File: src/rtl/seg_scan_if.sv
// seg_scan_if: bundle between the message/formatting stage and the segment
// scan driver.
//   seg_word_i [31:0] four digit bytes, byte [31:24] = digit 3 (leftmost),
//                     bits[7:1] segments, bit0 dp, all active-low
//   bright_i   [3:0]  brightness, 15 = full, 0 = 1/16
//   en_i              display enable, 0 blanks the pins
//   seg_o      [7:0]  segment/dp pins, active-low
//   an_o       [3:0]  anode selects, active-low, an_o[k] drives digit k
//   frame_o           one-cycle pulse at the start of each scan frame
// master = producer side (drives word/brightness/enable), slave = driver.
interface seg_scan_if;
  logic [31:0] seg_word_i;
  logic [3:0]  bright_i;
  logic        en_i;
  logic [7:0]  seg_o;
  logic [3:0]  an_o;
  logic        frame_o;

  modport master (
    output seg_word_i, bright_i, en_i,
    input  seg_o, an_o, frame_o
  );

  modport slave (
    input  seg_word_i, bright_i, en_i,
    output seg_o, an_o, frame_o
  );
endinterface

File: src/rtl/seg_scan_driver.sv
// seg_scan_driver: time-multiplexes a four-digit segment word onto a common
// 4-anode seven-segment display. Each digit owns a slot of DIGIT_CYCLES clocks;
// the first BLANK_CYCLES of every slot keep all anodes off to avoid ghosting.
// A free-running 4-bit PWM counter gates lit cycles against bright_i.
// The input word is latched once per frame (digit 3, slot 0) so a word that
// changes mid-scan never tears the display.
// Ports:
//   clk_i   system clock
//   rstn_i  synchronous active-low reset
//   bus     seg_scan_if.slave (seg_word_i, bright_i, en_i -> seg_o, an_o, frame_o)
// All outputs are registered; the value after edge E reflects the counter
// state at E.
module seg_scan_driver #(
  parameter int DIGIT_CYCLES = 50000,
  parameter int BLANK_CYCLES = 500
) (
  input  logic       clk_i,
  input  logic       rstn_i,
  seg_scan_if.slave  bus
);

  localparam int SW = (DIGIT_CYCLES > 1) ? $clog2(DIGIT_CYCLES) : 1;
  localparam logic [SW-1:0] SLOT_LAST = SW'(DIGIT_CYCLES - 1);
  localparam logic [SW-1:0] BLANK_END = SW'(BLANK_CYCLES);

  logic [SW-1:0] slot_q;
  logic [1:0]    digit_q;
  logic [3:0]    pwm_q;
  logic [31:0]   shadow_q;
  logic [7:0]    seg_q;
  logic [3:0]    an_q;
  logic          frame_q;

  logic          latch;
  logic          lit;
  logic [31:0]   word_src;
  logic [7:0]    cur_byte;
  logic [3:0]    an_sel;

  assign latch = (digit_q == 2'd3) && (slot_q == '0);

  always_comb begin
    // On the latch cycle the shadow is being overwritten; show the incoming
    // word so digit 3 never displays a stale byte when BLANK_CYCLES is 0.
    word_src = latch ? bus.seg_word_i : shadow_q;
    cur_byte = 8'hFF;
    an_sel   = 4'hF;
    case (digit_q)
      2'd3: begin cur_byte = word_src[31:24]; an_sel = 4'b0111; end
      2'd2: begin cur_byte = word_src[23:16]; an_sel = 4'b1011; end
      2'd1: begin cur_byte = word_src[15:8];  an_sel = 4'b1101; end
      2'd0: begin cur_byte = word_src[7:0];   an_sel = 4'b1110; end
      default: begin cur_byte = 8'hFF; an_sel = 4'hF; end
    endcase
  end

  assign lit = bus.en_i && !(slot_q < BLANK_END) && !(pwm_q > bus.bright_i);

  always_ff @(posedge clk_i) begin
    if (!rstn_i) begin
      slot_q   <= '0;
      digit_q  <= 2'd3;
      pwm_q    <= 4'd0;
      shadow_q <= 32'hFFFF_FFFF;
      seg_q    <= 8'hFF;
      an_q     <= 4'hF;
      frame_q  <= 1'b0;
    end else begin
      if (slot_q == SLOT_LAST) begin
        slot_q  <= '0;
        digit_q <= digit_q - 2'd1;  // 0 wraps to 3
      end else begin
        slot_q  <= slot_q + 1'b1;
      end
      pwm_q   <= pwm_q + 4'd1;
      frame_q <= latch;
      if (latch) begin
        shadow_q <= bus.seg_word_i;
      end
      an_q  <= lit ? an_sel   : 4'hF;
      seg_q <= lit ? cur_byte : 8'hFF;
    end
  end

  assign bus.seg_o   = seg_q;
  assign bus.an_o    = an_q;
  assign bus.frame_o = frame_q;

endmodule

File: src/flat_wrapper.sv
// flat-port wrapper written by rule: the top's interface ports become plain ports
module seg_scan_driver_flat 
#(
  parameter int DIGIT_CYCLES = 50000,
  parameter int BLANK_CYCLES = 500
)
  (clk_i, rstn_i, bus_seg_word_i, bus_bright_i, bus_en_i, bus_seg_o, bus_an_o, bus_frame_o);
  seg_scan_if bus_i ();
  input  logic clk_i;
  input  logic rstn_i;
  input wire logic [$bits(bus_i.seg_word_i)-1:0] bus_seg_word_i;
  input wire logic [$bits(bus_i.bright_i)-1:0] bus_bright_i;
  input wire logic [$bits(bus_i.en_i)-1:0] bus_en_i;
  output wire logic [$bits(bus_i.seg_o)-1:0] bus_seg_o;
  output wire logic [$bits(bus_i.an_o)-1:0] bus_an_o;
  output wire logic [$bits(bus_i.frame_o)-1:0] bus_frame_o;
  assign bus_i.seg_word_i = bus_seg_word_i;
  assign bus_i.bright_i = bus_bright_i;
  assign bus_i.en_i = bus_en_i;
  assign bus_seg_o = bus_i.seg_o;
  assign bus_an_o = bus_i.an_o;
  assign bus_frame_o = bus_i.frame_o;
  seg_scan_driver #(.DIGIT_CYCLES(DIGIT_CYCLES), .BLANK_CYCLES(BLANK_CYCLES)) u_core (.clk_i(clk_i), .rstn_i(rstn_i), .bus(bus_i));
endmodule
File: config.mk
export PLATFORM = sky130hd
export DESIGN_NAME = seg_scan_driver_flat
export DESIGN_NICKNAME = d
export VERILOG_FILES = /design/src/rtl/seg_scan_if.sv /design/src/rtl/seg_scan_driver.sv /design/src/flat_wrapper.sv
export SDC_FILE = /design/constraint.sdc
export NUM_CORES = 1
export LEC_CHECK = 0
export CAP_MARGIN = 40
export CORE_UTILIZATION = 56
export CTS_BUF_LIST = sky130_fd_sc_hd__clkbuf_16
export DETAILED_ROUTE_END_ITERATION = 6
export GPL_TIMING_DRIVEN = 1
export HOLD_SLACK_MARGIN = 0.08
export PLACE_DENSITY = 0.87
export SLEW_MARGIN = 20
export SYNTH_ARGS = -nofsm -noshare
export SYNTH_HDL_FRONTEND = slang
export SYNTH_SLANG_ARGS = --single-unit
export TNS_END_PERCENT = 50
File: constraint.sdc
create_clock -name clk_i -period 4.5 [get_ports clk_i]
set_input_delay 0.9 -clock clk_i [delete_from_list [all_inputs] [get_ports clk_i]]
set_output_delay 0.9 -clock clk_i [all_outputs]
set_load 0.02 [all_outputs]
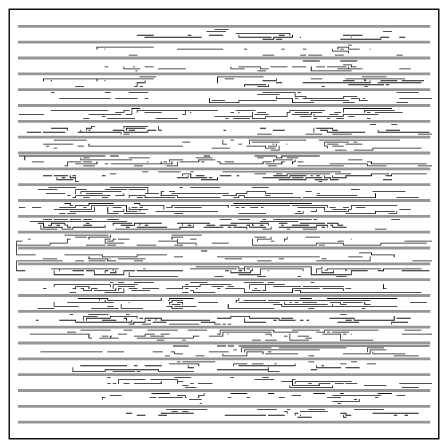
(run_1/met1.png)
Supply wires on this layer in gray.
main direction: horizontal
longest straight run: 32.7 um
share of all routed wire: 43%
met1 layer usage reported by global route: 0.274
total wirelength of the detailed-routed design: 6110 um

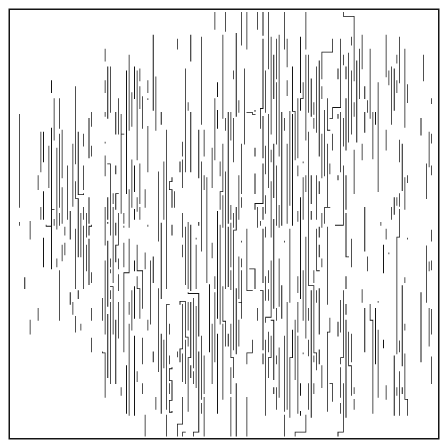
(run_1/met2.png)
wire length on this layer: 3110 um
nets with wire on the layer: 334
share of all routed wire: 51%

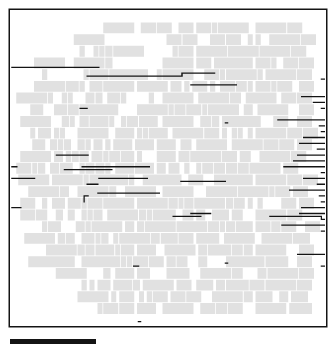
(run_1/met3.png)
The bar under the picture is 20 um long.
share of all routed wire: 4.5%
main direction: horizontal
longest straight run: 22.1 um
nets with wire on the layer: 39
met3 capacity usage during global routing: 0.0562
total vias in the final route: 2159

==> out/notes.md, run 1 <==
## Timing
• **setup repair after global routing missed its margin** false
• **Final Hold Violation Tally** 0
• **count of final setup violators** 0
• **Pins Over Slew Limit** 0
• **post-layout period usage** 0.700
• **worst slack on hold paths** 476 ps
• **clock tree skew after final layout** 4.56 ps
• **slew at the pin closest to its max-slew limit** 745 ps
• **sum of negative setup slack** 0 ps
• **fmax** 318 MHz
• **Slew HR** 0.499
• **min Tclk post-route** 3150 ps
• **minimum setup slack in the final design** 1350 ps

## Power and ir drop
• **switching share of power** 0.226
• **overall power after layout** 1.47 mW
• **power in sequential cells** 638 uW
• **dominant power group** the clock network
• **clock network power** 664 uW
• **total power density per cell area** 397 nW/um^2
• **Worst VDD drop** 0.416 mV
• **Internal Pwr Total** 1.14 mW
• **share of power burned in combinational logic** 0.116
• **leakage power** 1.52 nW
• **power of the combinational group** 170 uW
• **sequential power share** 0.433
• **net switching power figure** 333 uW
• **clock share of power** 0.451

## Floorplan
• **number of standard-cell rows in the floorplan** 25
• **die span in y** 73.5 um
• **chip area** 5410 um^2
• **die outline width** 73.5 um
• **count of pins on the block boundary** 52
• **core utilization at floorplan** 0.595
• **Core ar.** 4820 um^2

## Finish
• **max reg flops** 32
• **Post-Route Utilization** 0.770
• **Finished Cell Area** 3710 um^2
• **top logic cells by instance count in the layout** sky130_fd_sc_hd__dfxtp_1, sky130_fd_sc_hd__clkdlybuf4s50_1, sky130_fd_sc_hd__nand2_1
• **ant diodes** 0
• **final standard cell count with taps included and fillers excluded** 412
• **post-layout net count** 394
• **largest register by flop count** u_core.shadow_q
• **most common logic cell in the routed design** sky130_fd_sc_hd__dfxtp_1
• **fraction of final layout cells with drive strength greater than 1** 0.0783
• **Layout Area Growth over Synthesis** 29.4%

## Placement
• **cell count after placement** 396
• **final weighted congestion in routability-driven placement** 0.797
• **Port Buffer Count** 51
• **placed wire-length estimate** 4220 um
• **pre-CTS worst setup slack** 1080 ps
• **instance area at placement** 3420 um^2

## Clock tree
• **Setup Fix Bufs, Post-CTS** 0
• **CTS hold repair buffers** 0
• **clock tree from TritonCTS** built
• **H-tree level count** 3
• **Clk Latency, worst-skew pair** 320 ps
• **CTS Buffer Depth** 2
• **clock tree root buffer cell** sky130_fd_sc_hd__clkbuf_16
• **number of buffers created by CTS** 9
• **number of resized instances in the post-cts repair step** 0
• **post-CTS clock slew at the launch and capture registers of the worst setup and hold paths** 50 ps
• **TritonCTS Sinks** 67

## Worst setup path
• **slowest cell on the critical path** sky130_fd_sc_hd__nor4_2
• **launching element type of the critical path** input pin
• **worst reg2reg setup slack** 2080 ps
• **required time worst endpoint** 4720 ps
• **Critical path buffers and inverters** 2
• **Cell Chain, Critical Path** clkdlybuf4s50_1 > inv_1 > ha_1 > a21oi_1 > o22ai_1 > o22a_1 > nor4_2 > o21ai_1 > o2bb2a_4
• **Critical Path Sink Type** flip-flop
• **startpoint of the lowest-slack register-to-register path** u_core.digit_q[1]
• **Reg2Reg Depth** 7
• **critical path endpoint** u_core.bus.seg_o[7]
• **highest net fanout along the worst path** 8
• **Worst EP arrival** 3360 ps
• **classification of the worst setup path** input pin to flip-flop
• **Setup crit start** bus_bright_i[2]
• **largest stage delay on the critical path** 680 ps
• **endpoint of the worst register-to-register path** u_core.bus.seg_o[6]
• **Worst path depth** 9
• **kind of cell adding the most delay to the critical path** AND-OR/OR-AND gates

## Synthesis
• **# Cells Yosys** 287
• **chip area from the yosys synthesis statistics** 2870 um^2
• **share of synthesized area spent on multiplexers** 0.127
• **leading post-synthesis cells by instance count** sky130_fd_sc_hd__dfxtp_1, sky130_fd_sc_hd__nand2_1, sky130_fd_sc_hd__nor2_1
• **most frequent cell after synthesis** sky130_fd_sc_hd__dfxtp_1
• **post-synth design cell area** 2870 um^2
• **EDFF count, synth** 0
• **cell type contributing the most total cell area after synthesis** sky130_fd_sc_hd__dfxtp_1
• **Synth flops** 67
• **fraction of the mapped netlist area in compound gates** 0.0825
• **Synth Warn #** 0
• **synthesized-area fraction occupied by adder cells** 0.0655
• **main flop type** sky130_fd_sc_hd__dfxtp_1
• **Avg Cell Area, Syn** 9.98 um^2
• **top cells by area, synth** sky130_fd_sc_hd__dfxtp_1, sky130_fd_sc_hd__ha_1, sky130_fd_sc_hd__mux2i_1
• **xor/xnor share** 0.0459
• **synthesized instance count** 287
• **net count after synthesis** 341
• **Distinct cells, synth** 33
• **simple share** 0.167
• **register share after synthesis** 0.468
• **area share, top type** 0.468
• **combinational family with the most area after synthesis** simple AND/OR/NAND/NOR gates
• **proportion of register bits with asynchronous set or reset after synthesis** 0

## Global route
• **maximum number of pins on one net before global-route repair** 26
• **number of global-route vias before repair** 2186
• **total global routing overflow** 0
• **number of antenna violations at the first check in global routing** 0
• **wire length of the first global-routing pass** 9910 um
• **Most Used Layer, Global Route** met2
• **grt met2 use** 0.446
• **total routing resource utilization after global routing** 0.246

## Run status
• **outcome** finished clean

## Job
• **tool warnings** 34
• **number of max-capacitance violations reported** 0

## Route
• **iteration-0 DRC count of the detailed router** 101
• **total met3 wirelength after detailed routing** 274 um
• **top routing layer in use** met4
• **Routed met2 length** 3110 um
• **WL/cell** 14.8 um
• **First-pass DRT Iterations** 4
• **post-detailed-route via-to-cell ratio** 5.24
• **DR DRC count** 0
• **final antenna-violating net count** 0
• **M1 wire length** 2630 um

## Hold path
• **class of the worst hold path** flip-flop to flip-flop

## run 1: cell type report
cell class                      instances  area [um^2]
Sequential cell                        67         1340
Fill cell                             335         1110
Clock inverter                          7         60.1
Clock buffer                            9          225
Multi-Input combinational cell        193         1400
Tap cell                               67         83.8
Inverter                               16         60.1
Timing Repair Buffer                   53          538
## run 1: how the worst min path moves through the flow
stage,startpoint,endpoint,slack [ps],cells past startpoint
final,u_core.slot_q[0],u_core.slot_q[0],480,1
after detailed placement,u_core.shadow_q[22],u_core.shadow_q[22],460,2
after CTS,u_core.shadow_q[22],u_core.shadow_q[22],480,2
after global placement,u_core.pwm_q[0],u_core.pwm_q[0],450,1
after floorplan,u_core.pwm_q[0],u_core.pwm_q[0],430,1
after global routing,u_core.shadow_q[18],u_core.shadow_q[18],500,2
==> run_1/final_clocks.png <==
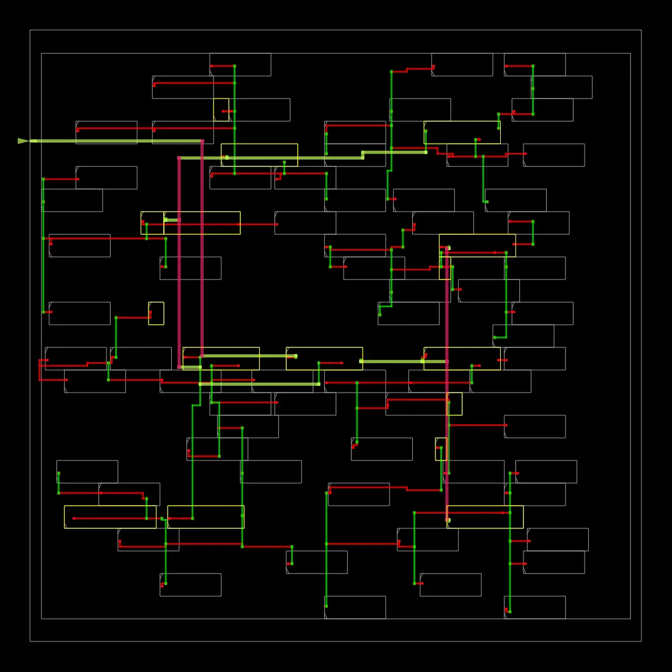

## Run 2: what changed since run 1
--- a/config.mk
+++ b/config.mk
@@ -6,12 +6,12 @@
 export NUM_CORES = 1
 export LEC_CHECK = 0
 export CAP_MARGIN = 40
-export CORE_UTILIZATION = 56
+export CORE_UTILIZATION = 47
 export CTS_BUF_LIST = sky130_fd_sc_hd__clkbuf_16
 export DETAILED_ROUTE_END_ITERATION = 6
 export GPL_TIMING_DRIVEN = 1
 export HOLD_SLACK_MARGIN = 0.08
-export PLACE_DENSITY = 0.87
+export PLACE_DENSITY = 0.79
 export SLEW_MARGIN = 20
 export SYNTH_ARGS = -nofsm -noshare
 export SYNTH_HDL_FRONTEND = slang
==> constraint.sdc (replaced) <==
create_clock -name clk_i -period 2.85 [get_ports clk_i]
set_input_delay 0.57 -clock clk_i [delete_from_list [all_inputs] [get_ports clk_i]]
set_output_delay 0.57 -clock clk_i [all_outputs]
set_load 0.02 [all_outputs]
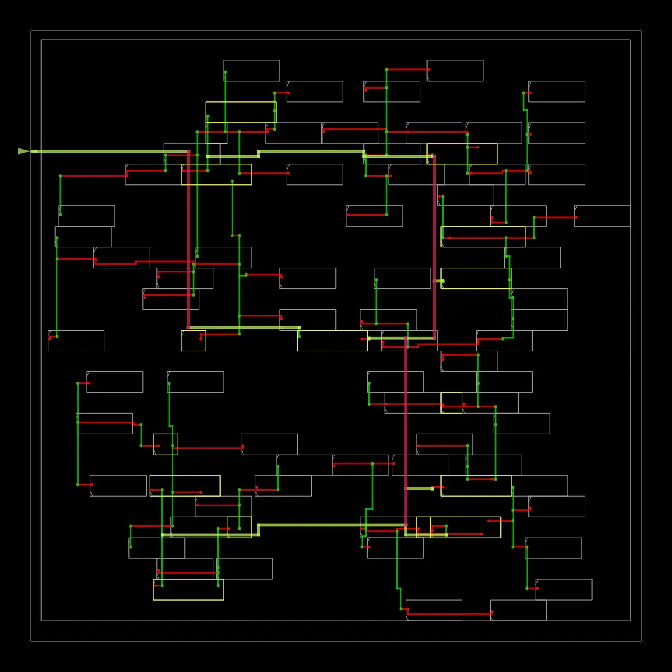
(run_2/final_clocks.png)
clock tree skew after final layout: 8.25 ps
clock buffer count in the final layout: 9
clock network power: 1.09 mW
number of buffers created by CTS: 9

==> run 2 against run 1 <==
Compared with the run above:
- global-route usage is 4.5 points lower
- synthesized cell count stayed put
- sequential cell count stayed put
- first-iteration DRC count is 17% higher
- critical path depth is 3 lower
- routed wire length is 2.6% lower
- clock skew is 3.7 ps higher
- via count is 1.0% lower
- sequential share of layout area is 0.35 points lower
- total power is 60% higher
- utilization is 13 points lower
- count of clock-buffer cells in the layout stayed put
- critical endpoint is now u_core.bus.seg_o[6]
- highest routed layer unchanged
==> out/notes.md, run 2 <==
## Run status
• **outcome** finished clean

## Worst setup path
• **largest stage delay on the critical path** 740 ps, +60 ps
• **Critical Path Sink Type** flip-flop
• **kind of cell adding the most delay to the critical path** simple AND/OR/NAND/NOR gates
• **critical path endpoint** u_core.bus.seg_o[6]
• **launching element type of the critical path** flip-flop
• **required time worst endpoint** 3040 ps, -1680 ps
• **slowest cell on the critical path** sky130_fd_sc_hd__or3_2
• **Worst EP arrival** 2640 ps, -720 ps
• **Reg2Reg Depth** 6, -1
• **worst reg2reg setup slack** 400 ps, -1680 ps

## Global route
• **maximum number of pins on one net before global-route repair** 23, -12%
• **wire length of the first global-routing pass** 9610 um, -3.0%
• **number of antenna violations at the first check in global routing** 0, unchanged

## Finish
• **area of all sequential standard cells** 1340 um^2, unchanged
• **count of buffers not belonging to the clock network in the layout** 56, +5.7%
• **fraction of final layout cells with drive strength greater than 1** 0.0920, +0.0137
• **most area-hungry cell class in the final design** logic gates
• **Finished Cell Area** 3740 um^2, +0.98%
• **post-layout net count** 397, +0.76%
• **Layout Area Growth over Synthesis** 30.7%
• **Layout non-clock buf frac** 0.146, +0.00127
• **clock network share of area** 0.0805, +0.00360

## Placement
• **cell count after placement** 407, +2.8%
• **placed wire-length estimate** 4100 um, -3.0%
• **Port Buffer Count** 51, unchanged
• **instance area at placement** 3440 um^2, +0.59%

## Clock tree
• **clock tree root buffer cell** sky130_fd_sc_hd__clkbuf_16
• **clock tree from TritonCTS** built
• **CTS hold repair buffers** 0, unchanged
• **Setup Fix Bufs, Post-CTS** 0, unchanged
• **number of resized instances in the post-cts repair step** 0, unchanged
• **Clk Latency, worst-skew pair** 330 ps, about the same
• **post-CTS clock slew at the launch and capture registers of the worst setup and hold paths** 60 ps, about the same
• **TritonCTS Sinks** 67, unchanged

## Synthesis
• **post-synth design cell area** 2870 um^2, unchanged
• **leading post-synthesis cells by instance count** sky130_fd_sc_hd__dfxtp_1, sky130_fd_sc_hd__nand2_1, sky130_fd_sc_hd__nor2_1
• **cell type contributing the most total cell area after synthesis** sky130_fd_sc_hd__dfxtp_1
• **chip area from the yosys synthesis statistics** 2870 um^2, unchanged
• **most frequent cell after synthesis** sky130_fd_sc_hd__dfxtp_1
• **synthesized instance count** 287, unchanged

## Timing
• **fmax** 408 MHz
• **Final Hold Violation Tally** 0, unchanged
• **setup repair after global routing missed its margin** false
• **worst slack on hold paths** 474 ps, -2.62 ps
• **Pins Over Slew Limit** 0, unchanged

## Floorplan
• **core utilization at floorplan** 0.487, -0.108
• **die outline width** 80.1 um, +8.9%
• **Core ar.** 5890 um^2, +22%
• **number of standard-cell rows in the floorplan** 28, +12%
• **count of pins on the block boundary** 52, unchanged

## Hold path
• **endpoint with the worst hold slack** u_core.shadow_q[25]
• **worst min-delay path startpoint** u_core.shadow_q[25]
• **class of the worst hold path** flip-flop to flip-flop

## Power and ir drop
• **leakage power** 1.53 nW, +0.61%

## Route
• **final antenna-violating net count** 0, unchanged
• **iteration-0 DRC count of the detailed router** 118, +17%
• **total wirelength of the detailed-routed design** 5950 um, -2.6%
• **DR DRC count** 0, unchanged

## Job
• **number of max-capacitance violations reported** 0, unchanged

==> run 2: cells by family after synthesis <==
| kind of cell | after synthesis | share of synthesized area |
|---|---|---|
| compound gates | 32 | 0.0825 |
| buf+inv | 27 | 0.0441 |
| simple gates | 99 | 0.167 |
| flops | 67 | 0.468 |
| fa+ha+maj | 15 | 0.0655 |
| xor+xnor | 15 | 0.0459 |
| mux | 32 | 0.127 |
==> run 2: power breakdown <==
part / internal, mW / switching [mW]
Sequential: 0.988 / 0.0186
Clock: 0.680 / 0.414
Combinational: 0.145 / 0.118
==> run 2: per-layer routing <==
layer,up-vias,part of all wire,GRT usage
met5,-,0,0
met4,0,0.019,0.0839
met3,12,0.054,0.0580
met2,54,0.50,0.356
met1,989,0.43,0.225
li1,1082,-,-
==> run_2/met3.png <==
The bar under the picture is 20 um long.
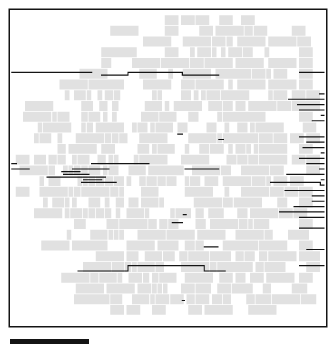

## Run 3: what changed since run 2
--- a/config.mk
+++ b/config.mk
@@ -5,12 +5,16 @@
 export SDC_FILE = /design/constraint.sdc
 export NUM_CORES = 1
 export LEC_CHECK = 0
+export ABC_AREA = 1
 export CAP_MARGIN = 40
-export CORE_UTILIZATION = 47
+export CELL_PAD_IN_SITES_DETAIL_PLACEMENT = 1
+export CELL_PAD_IN_SITES_GLOBAL_PLACEMENT = 2
+export CORE_UTILIZATION = 27
 export CTS_BUF_LIST = sky130_fd_sc_hd__clkbuf_16
 export DETAILED_ROUTE_END_ITERATION = 6
 export GPL_TIMING_DRIVEN = 1
 export HOLD_SLACK_MARGIN = 0.08
+export MAX_ROUTING_LAYER = met4
 export PLACE_DENSITY = 0.79
 export SLEW_MARGIN = 20
 export SYNTH_ARGS = -nofsm -noshare
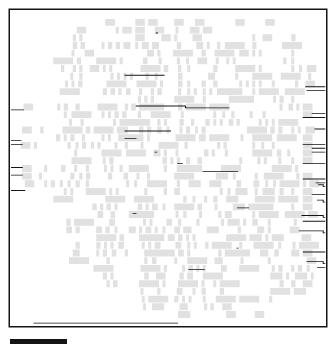
(run_3/met3.png)
The bar under the picture is 20 um long.
wire length on this layer: 286 um
nets with wire on the layer: 32
main direction: horizontal
share of all routed wire: 3.3%
met3 capacity usage during global routing: 0.0332
total wirelength of the detailed-routed design: 8580 um
total vias in the final route: 2971

==> run 3 against run 2 <==
Compared with the run above:
- the run now ends with design-rule violations left
- first-iteration DRC count up 3.4%
- final area is 12% higher
- cell count increased by 56%
- routed wire length is 44% higher
- setup slack improved by 190 ps
- fmax rose by 8.2%
- non-clock buffer count fell by 4
- sequential share of layout area fell by 3.7 points
- total power up 3.9%
- sequential power about the same
- sequential cell count is the same
- critical endpoint is now u_core.bus.seg_o[0]
==> out/notes.md, run 3 <==
## Run status
• **outcome** finished, violations left
• **violated checks** design-rule violations

## Power and ir drop
• **dominant power group** the clock network
• **net switching power figure** 590 uW, +7.1%
• **power of the combinational group** 297 uW, +13%
• **sequential power share** 0.411, -0.015
• **switching share of power** 0.240, +0.00735
• **clock share of power** 0.469, +0.006
• **leakage power** 2.10 nW, +37%
• **share of power burned in combinational logic** 0.121, +0.010
• **Internal Pwr Total** 1.87 mW, +2.9%
• **clock network power** 1.15 mW, +6%
• **power in sequential cells** 1.01 mW, about the same

## Worst setup path
• **worst reg2reg setup slack** 720 ps, +320 ps
• **kind of cell adding the most delay to the critical path** simple AND/OR/NAND/NOR gates
• **required time worst endpoint** 3060 ps, +20 ps
• **slowest cell on the critical path** sky130_fd_sc_hd__clkdlybuf4s50_1
• **launching element type of the critical path** input pin
• **largest stage delay on the critical path** 450 ps, -290 ps
• **Critical path buffers and inverters** 2
• **Worst EP arrival** 2480 ps, -160 ps
• **Critical Path Sink Type** flip-flop
• **Reg2Reg Depth** 11, +5
• **critical path endpoint** u_core.bus.seg_o[0]

## Global route
• **met1 layer usage reported by global route** 0.195, -0.0297
• **number of antenna violations at the first check in global routing** 0, unchanged
• **grt met2 use** 0.239, -0.116
• **wire length of the first global-routing pass** 14700 um, +53%
• **Most Used Layer, Global Route** met2
• **maximum number of pins on one net before global-route repair** 37, +61%

## Clock tree
• **post-CTS clock slew at the launch and capture registers of the worst setup and hold paths** 60 ps, about the same
• **TritonCTS Sinks** 67, unchanged
• **number of resized instances in the post-cts repair step** 0, unchanged
• **H-tree level count** 3
• **Setup Fix Bufs, Post-CTS** 0, unchanged
• **Clk Latency, worst-skew pair** 330 ps, about the same
• **number of buffers created by CTS** 9, unchanged
• **clock tree root buffer cell** sky130_fd_sc_hd__clkbuf_16
• **clock tree from TritonCTS** built
• **CTS hold repair buffers** 0, unchanged

## Synthesis
• **leading post-synthesis cells by instance count** sky130_fd_sc_hd__nand2_1, sky130_fd_sc_hd__dfxtp_1, sky130_fd_sc_hd__inv_1
• **chip area from the yosys synthesis statistics** 3260 um^2, +14%
• **combinational family with the most area after synthesis** simple AND/OR/NAND/NOR gates
• **synthesized-area fraction occupied by adder cells** 0.0576, -0.00788
• **most frequent cell after synthesis** sky130_fd_sc_hd__nand2_1
• **synthesized instance count** 463, +61%
• **# Cells Yosys** 463
• **proportion of register bits with asynchronous set or reset after synthesis** 0
• **fraction of the mapped netlist area in compound gates** 0.0376, -0.0449
• **xor/xnor share** 0.0108, -0.0351
• **EDFF count, synth** 0
• **simple share** 0.378, +0.211
• **share of synthesized area spent on multiplexers** 0, -0.127

## Route
• **iteration-0 DRC count of the detailed router** 122, +3.4%
• **DR DRC count** 5, +5
• **final antenna-violating net count** 0, unchanged

## Finish
• **post-layout net count** 566, +43%
• **fraction of final layout cells with drive strength greater than 1** 0.0601, -0.0319
• **Layout Area Growth over Synthesis** 28.2%
• **Finished Cell Area** 4180 um^2, +12%

## Job
• **number of max-capacitance violations reported** 0, unchanged

## Hold path
• **worst min-delay path startpoint** u_core.pwm_q[0]
• **endpoint with the worst hold slack** u_core.pwm_q[0]

## Timing
• **clock tree skew after final layout** 8.07 ps, -0.182 ps
• **slew at the pin closest to its max-slew limit** 577 ps
• **worst slack on hold paths** 468 ps, -5.72 ps
• **setup repair after global routing missed its margin** false
• **Pins Over Slew Limit** 0, unchanged
• **fmax** 441 MHz, +8.2%
• **Final Hold Violation Tally** 0, unchanged

## Floorplan
• **die outline width** 112 um, +40%
• **number of standard-cell rows in the floorplan** 39, +39%
• **count of pins on the block boundary** 52, unchanged
• **Core ar.** 11600 um^2, +96%
• **core utilization at floorplan** 0.282, -0.205

## Placement
• **cell count after placement** 644, +58%
• **final weighted congestion in routability-driven placement** 0.756
• **instance area at placement** 3870 um^2, +12%
• **placed wire-length estimate** 6320 um, +54%
• **Port Buffer Count** 51, unchanged

==> run 3: layout make-up <==
type                            count  area (um^2)
Tap cell                          143          179
Clock buffer                        9          225
Clock inverter                      6         81.3
Inverter                           68          255
Fill cell                        1467         7390
Sequential cell                    67         1340
Timing Repair Buffer               52          518
Multi-Input combinational cell    314         1580
==> run 3: logic make-up (layout without fill, tap and decap cells) <==
family	Yosys count	count (layout)
adders and majority gates	15	15
AOI/OAI and AO/OA	22	22
and+or+nand+nor	273	273
DFF	67	67
buffers and inverters	82	135
xor gates and xnor gates	4	4
==> run 3: metal layers <==
layer  vias to the layer above  part of all wire  wire, um
li1                       1537                 -         -
met1                      1380              0.49      4170
met2                        44              0.46      3960
met3                        10             0.033       286
met4                         0             0.019       163
met5                         -                 0         0
Power figures rest on the tool's default switching activity, not on a simulated workload.
